### config.mk
export PLATFORM = sky130hd
export DESIGN_NAME = mmio_timer
export DESIGN_NICKNAME = d
export VERILOG_FILES = /design/src/rtl/mmio_timer.sv
export SDC_FILE = /design/constraint.sdc
export NUM_CORES = 1
export LEC_CHECK = 0
export ABC_AREA = 1
export CORE_MARGIN = 10
export CORE_UTILIZATION = 45
export DETAILED_ROUTE_END_ITERATION = 16
export MAX_ROUTING_LAYER = met4
export PLACE_DENSITY = 0.7
export SETUP_SLACK_MARGIN = 0.1
export SKIP_CTS_REPAIR_TIMING = 1
export SLEW_MARGIN = 20
export SYNTH_ARGS = -nofsm -noshare
export SYNTH_HDL_FRONTEND = slang
export SYNTH_SLANG_ARGS = --single-unit
### constraint.sdc
create_clock -name Clk -period 3.8 [get_ports Clk]
set_clock_uncertainty 0.1 [all_clocks]
set_input_delay 0.57 -clock Clk [delete_from_list [all_inputs] [get_ports Clk]]
set_output_delay 0.57 -clock Clk [all_outputs]
set_load 0.01 [all_outputs]
### src/rtl/mmio_timer.sv
// Memory-mapped prescaled 32-bit timer with compare match, auto-reload and level interrupt.
// Sits on the core's data bus next to data_memory; ReadData is zero when not selected so the two paths OR together.
module mmio_timer #(
    parameter logic [31:0] BASE_ADDR  = 32'hFFFF_0000,
    parameter int          PRESCALE_W = 16
) (
    input  logic        Clk,
    input  logic        Reset,
    input  logic [31:0] Address,
    input  logic [31:0] WriteData,
    input  logic        MemWrite,
    input  logic        MemRead,
    output logic [31:0] ReadData,
    output logic        Hit,
    output logic        Irq
);

    localparam logic [2:0] OFF_CTRL     = 3'd0;
    localparam logic [2:0] OFF_PRESCALE = 3'd1;
    localparam logic [2:0] OFF_COUNT    = 3'd2;
    localparam logic [2:0] OFF_COMPARE  = 3'd3;
    localparam logic [2:0] OFF_STATUS   = 3'd4;

    localparam logic [PRESCALE_W-1:0] PCNT_ONE = {{(PRESCALE_W-1){1'b0}}, 1'b1};

    // ctrl bits: [0] EN, [1] AR (auto-reload), [2] IE
    logic [2:0]            ctrl_q, ctrl_d;
    logic [PRESCALE_W-1:0] prescale_q, prescale_d;
    logic [PRESCALE_W-1:0] pcnt_q, pcnt_d;
    logic [31:0]           count_q, count_d;
    logic [31:0]           compare_q, compare_d;
    logic                  match_q, match_d;
    logic                  wrap_q, wrap_d;

    logic [2:0]  offset;
    logic        wr_en;
    logic        wr_ctrl, wr_prescale, wr_count, wr_compare, wr_status;
    logic        tick;
    logic        cmp_eq;
    logic [32:0] count_inc;
    logic        match_set, wrap_set;
    logic        unused_bits;

    assign Hit         = (Address[31:5] == BASE_ADDR[31:5]);
    assign offset      = Address[4:2];
    assign wr_en       = MemWrite & Hit;
    assign unused_bits = ^Address[1:0];

    // Bus access: no handshake. A read is combinational in the cycle MemRead&Hit is high and always
    // reflects the pre-edge register values; a write commits on the rising Clk edge of a MemWrite&Hit cycle.
    always_comb begin
        wr_ctrl     = 1'b0;
        wr_prescale = 1'b0;
        wr_count    = 1'b0;
        wr_compare  = 1'b0;
        wr_status   = 1'b0;
        if (wr_en) begin
            case (offset)
                OFF_CTRL:     wr_ctrl     = 1'b1;
                OFF_PRESCALE: wr_prescale = 1'b1;
                OFF_COUNT:    wr_count    = 1'b1;
                OFF_COMPARE:  wr_compare  = 1'b1;
                OFF_STATUS:   wr_status   = 1'b1;
                default:      ;
            endcase
        end
    end

    always_comb begin
        ReadData = '0;
        if (Hit && MemRead) begin
            case (offset)
                OFF_CTRL:     ReadData = {29'd0, ctrl_q};
                OFF_PRESCALE: ReadData = 32'(prescale_q);
                OFF_COUNT:    ReadData = count_q;
                OFF_COMPARE:  ReadData = compare_q;
                OFF_STATUS:   ReadData = {30'd0, wrap_q, match_q};
                default:      ReadData = '0;
            endcase
        end
    end

    assign tick      = ctrl_q[0] && (pcnt_q == prescale_q);
    assign cmp_eq    = (count_q == compare_q);
    assign count_inc = {1'b0, count_q} + 33'd1;

    // Counter path: a CPU write to COUNT overrides the tick and suppresses match/wrap for that cycle.
    always_comb begin
        pcnt_d    = pcnt_q;
        count_d   = count_q;
        match_set = 1'b0;
        wrap_set  = 1'b0;
        if (tick) begin
            pcnt_d = '0;
            if (cmp_eq) begin
                match_set = 1'b1;
                count_d   = ctrl_q[1] ? 32'd0 : count_inc[31:0];
                wrap_set  = !ctrl_q[1] && count_inc[32];
            end else begin
                count_d  = count_inc[31:0];
                wrap_set = count_inc[32];
            end
        end else if (ctrl_q[0]) begin
            pcnt_d = pcnt_q + PCNT_ONE;
        end
        if (wr_prescale) begin
            pcnt_d = '0;
        end
        if (wr_count) begin
            count_d   = WriteData;
            match_set = 1'b0;
            wrap_set  = 1'b0;
        end
    end

    // Status bits are W1C, but a set event in the same cycle wins over the clear.
    always_comb begin
        ctrl_d     = wr_ctrl ? WriteData[2:0] : ctrl_q;
        prescale_d = wr_prescale ? WriteData[PRESCALE_W-1:0] : prescale_q;
        compare_d  = wr_compare ? WriteData : compare_q;
        match_d    = match_set | (match_q & ~(wr_status & WriteData[0]));
        wrap_d     = wrap_set | (wrap_q & ~(wr_status & WriteData[1]));
    end

    always_ff @(posedge Clk or posedge Reset) begin
        if (Reset) begin
            ctrl_q     <= '0;
            prescale_q <= '0;
            pcnt_q     <= '0;
            count_q    <= '0;
            compare_q  <= 32'hFFFF_FFFF;
            match_q    <= 1'b0;
            wrap_q     <= 1'b0;
        end else begin
            ctrl_q     <= ctrl_d;
            prescale_q <= prescale_d;
            pcnt_q     <= pcnt_d;
            count_q    <= count_d;
            compare_q  <= compare_d;
            match_q    <= match_d;
            wrap_q     <= wrap_d;
        end
    end

    assign Irq = match_q & ctrl_q[2];

endmodule

Fig. 1: logic cells by family
Scale bar: 50 um.
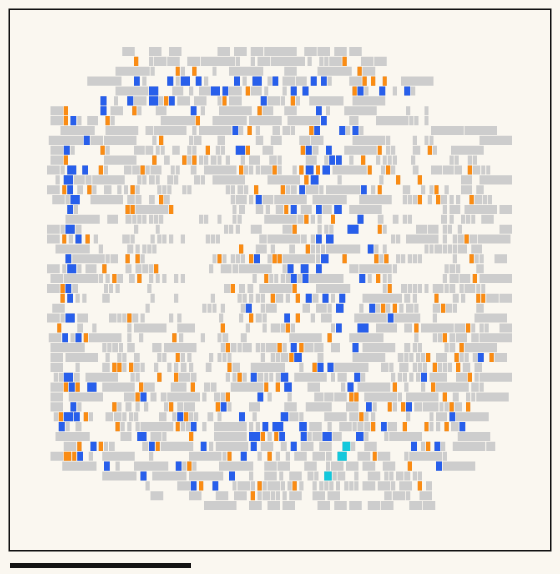
family	color	cells
inverters	orange	180
AND and OR gates	cyan	3
inverting AOI/OAI gates	blue	141

Fig. 2: routed metal, one color a layer
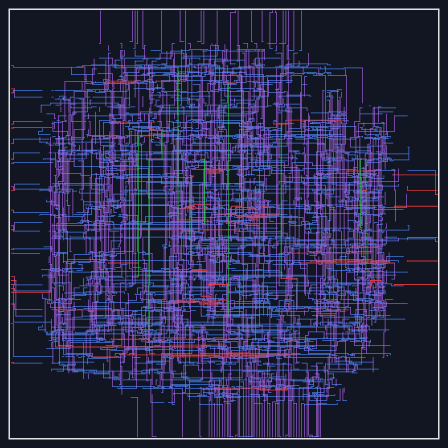
layer	color	wire length
met2	purple	12200 um
met4	green	482 um
met3	red	1060 um
met1	blue	10600 um

Fig. 3: clock nets
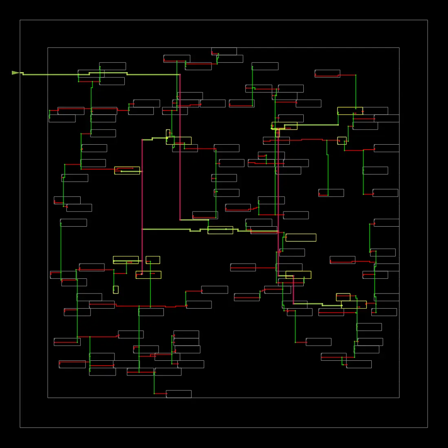
Flops: 101
Clock Sinks: 101
Late-Pin Clk Latency: 0.36 ns

Fig. 4: pin map
Pins as bars across the die edge, other pins in gray.
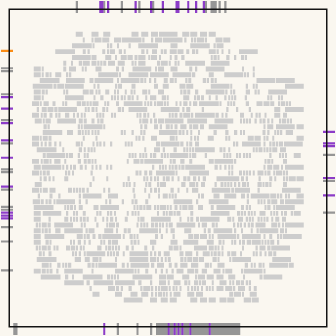
port	color	pins	direction	edge
Clk	orange	1	input	left
ReadData	purple	32	output	11 top, 9 left, 7 bottom, 5 right
tally of buffers added on design ports: 99
die width: 149 um
Die H: 149 um

Fig. 5: sequential cells grouped by signal name
Other sequential cells in the stronger gray, the rest of the logic in the fainter gray.
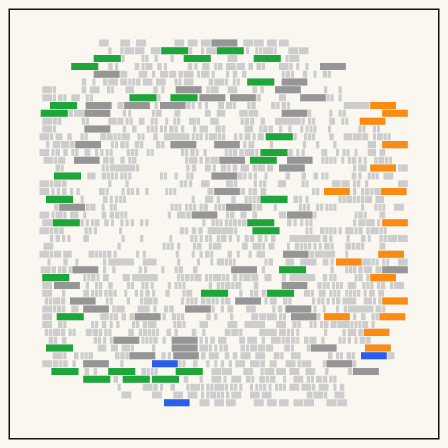
signal	color	sequential cells
pcnt_q	orange	16
ctrl_q	blue	3
compare_q	green	32
not colored	50

==> flow_metrics.tcl <==
# yosys + openroad results
set metrics [dict create \
    num_rows 47 \
    synth.cellmix.adderShare_pct 0.335 \
    worstSetupPathType "in2out" \
    worstPathArrival_ns 2.83 \
    antenna_found_initial 0 \
    edf_count 0 \
    cts_tree "done" \
    endpoint_kind "output port" \
    drt_iter0_markers 513 \
    routed_wl_um 24300 \
    cpPeakStageDelay_ns 0.57 \
    ys_cells 1151 \
    synth.distinct_cells 37 \
    fp_util_pct 45.5 \
    synth.top_cells.by_count "nand2_1, inv_1, nor2_1, dfrtp_1, nand3_1" \
    power.group.top "registers" \
    rsz0062_at_grt "false" \
    most-common-layout-cells "nand2_1, inv_1, nor2_1" \
    grt_pass1_wl_um 38500 \
    power_density_nw_per_um2 245 \
    sequentialPowerShare_pct 48.9 \
    worst_pin_slew_ns 0.749 \
    crit_start "Address[28]" \
    tns_ns 0 \
    route.met2.wl_um 12200 \
    topCellsByArea "dfrtp_1, nand2_1, dfstp_2" \
    aoi_share_pct 10.5 \
    nFillCells 1627 \
    min_period_ns 3.50 \
    status "complete, no violations" \
    firstDrtPassIters 5 \
    rr_endpoint "count_q[16]$_DFFE_PP0P_" \
    critPathLaunchType "input port" \
    fin_crit_sh_pct 92.1 \
    gr-usage-all-layers_pct 22.5 \
    layout-drive-gt1-share_pct 8.06 \
    final_util_pct 54.7 \
    power_mw 2.20 \
    clockBufferDepth 2 \
    min_to "compare_q[27]$_DFFE_PP1P_" \
    leakagePower_nw 4.05 \
    syn-cell-area_um2 7470 \
    met1_usage_pct 27.2 \
    grt_remaining_overflow 0 \
    drc 0 \
    p_comb_uw 145 \
    pg_seq_mw 1.08 \
    worst_hold_slack_ns 0.397 \
    drv_slew 0 \
    internal_power_mw 1.70 \
    coreArea_um2 16400 \
    required_ns 3.13 \
    gp_congestion 0.985 \
    crit_family "buffers and inverters" \
    yosysTopAreaCellShare_pct 23.1 \
    vias 7504 \
    num_antenna_cells 0 \
    cts_root_buffer "clkbuf_16" \
    syn_avg_cell_area_um2 6.49 \
    top_regs "compare_q: 32 flops, count_q: 32 flops" \
    grt-busiest-layer "met2" \
    r2r_cells 9 \
    path_clk_slew_ns 0.07 \
    yosysWarnings 0 \
    worst-path-stages 8 \
]
[area by class of cell]
| class | instances | area, um^2 | share of cell area, % |
|---|---|---|---|
| well taps | 220 | 275 | 3.07 |
| repair buffers | 118 | 1150 | 12.8 |
| inverters | 180 | 678 | 7.56 |
| multi-input cells | 825 | 4000 | 44.6 |
| flip-flops and latches | 101 | 2570 | 28.6 |
| clock inverters | 3 | 43.8 | 0.488 |
| clock buffers | 13 | 260 | 2.90 |
[metrics by stage]
stage / cell area (um^2) / setup slack, ns
after floorplan: 7470 / 0.536
after global placement: 8660 / 0.289
after detailed placement: 8660 / 0.227
after CTS: 8970 / 0.225
after global routing: 8970 / 0.125
final: 8970 / 0.301
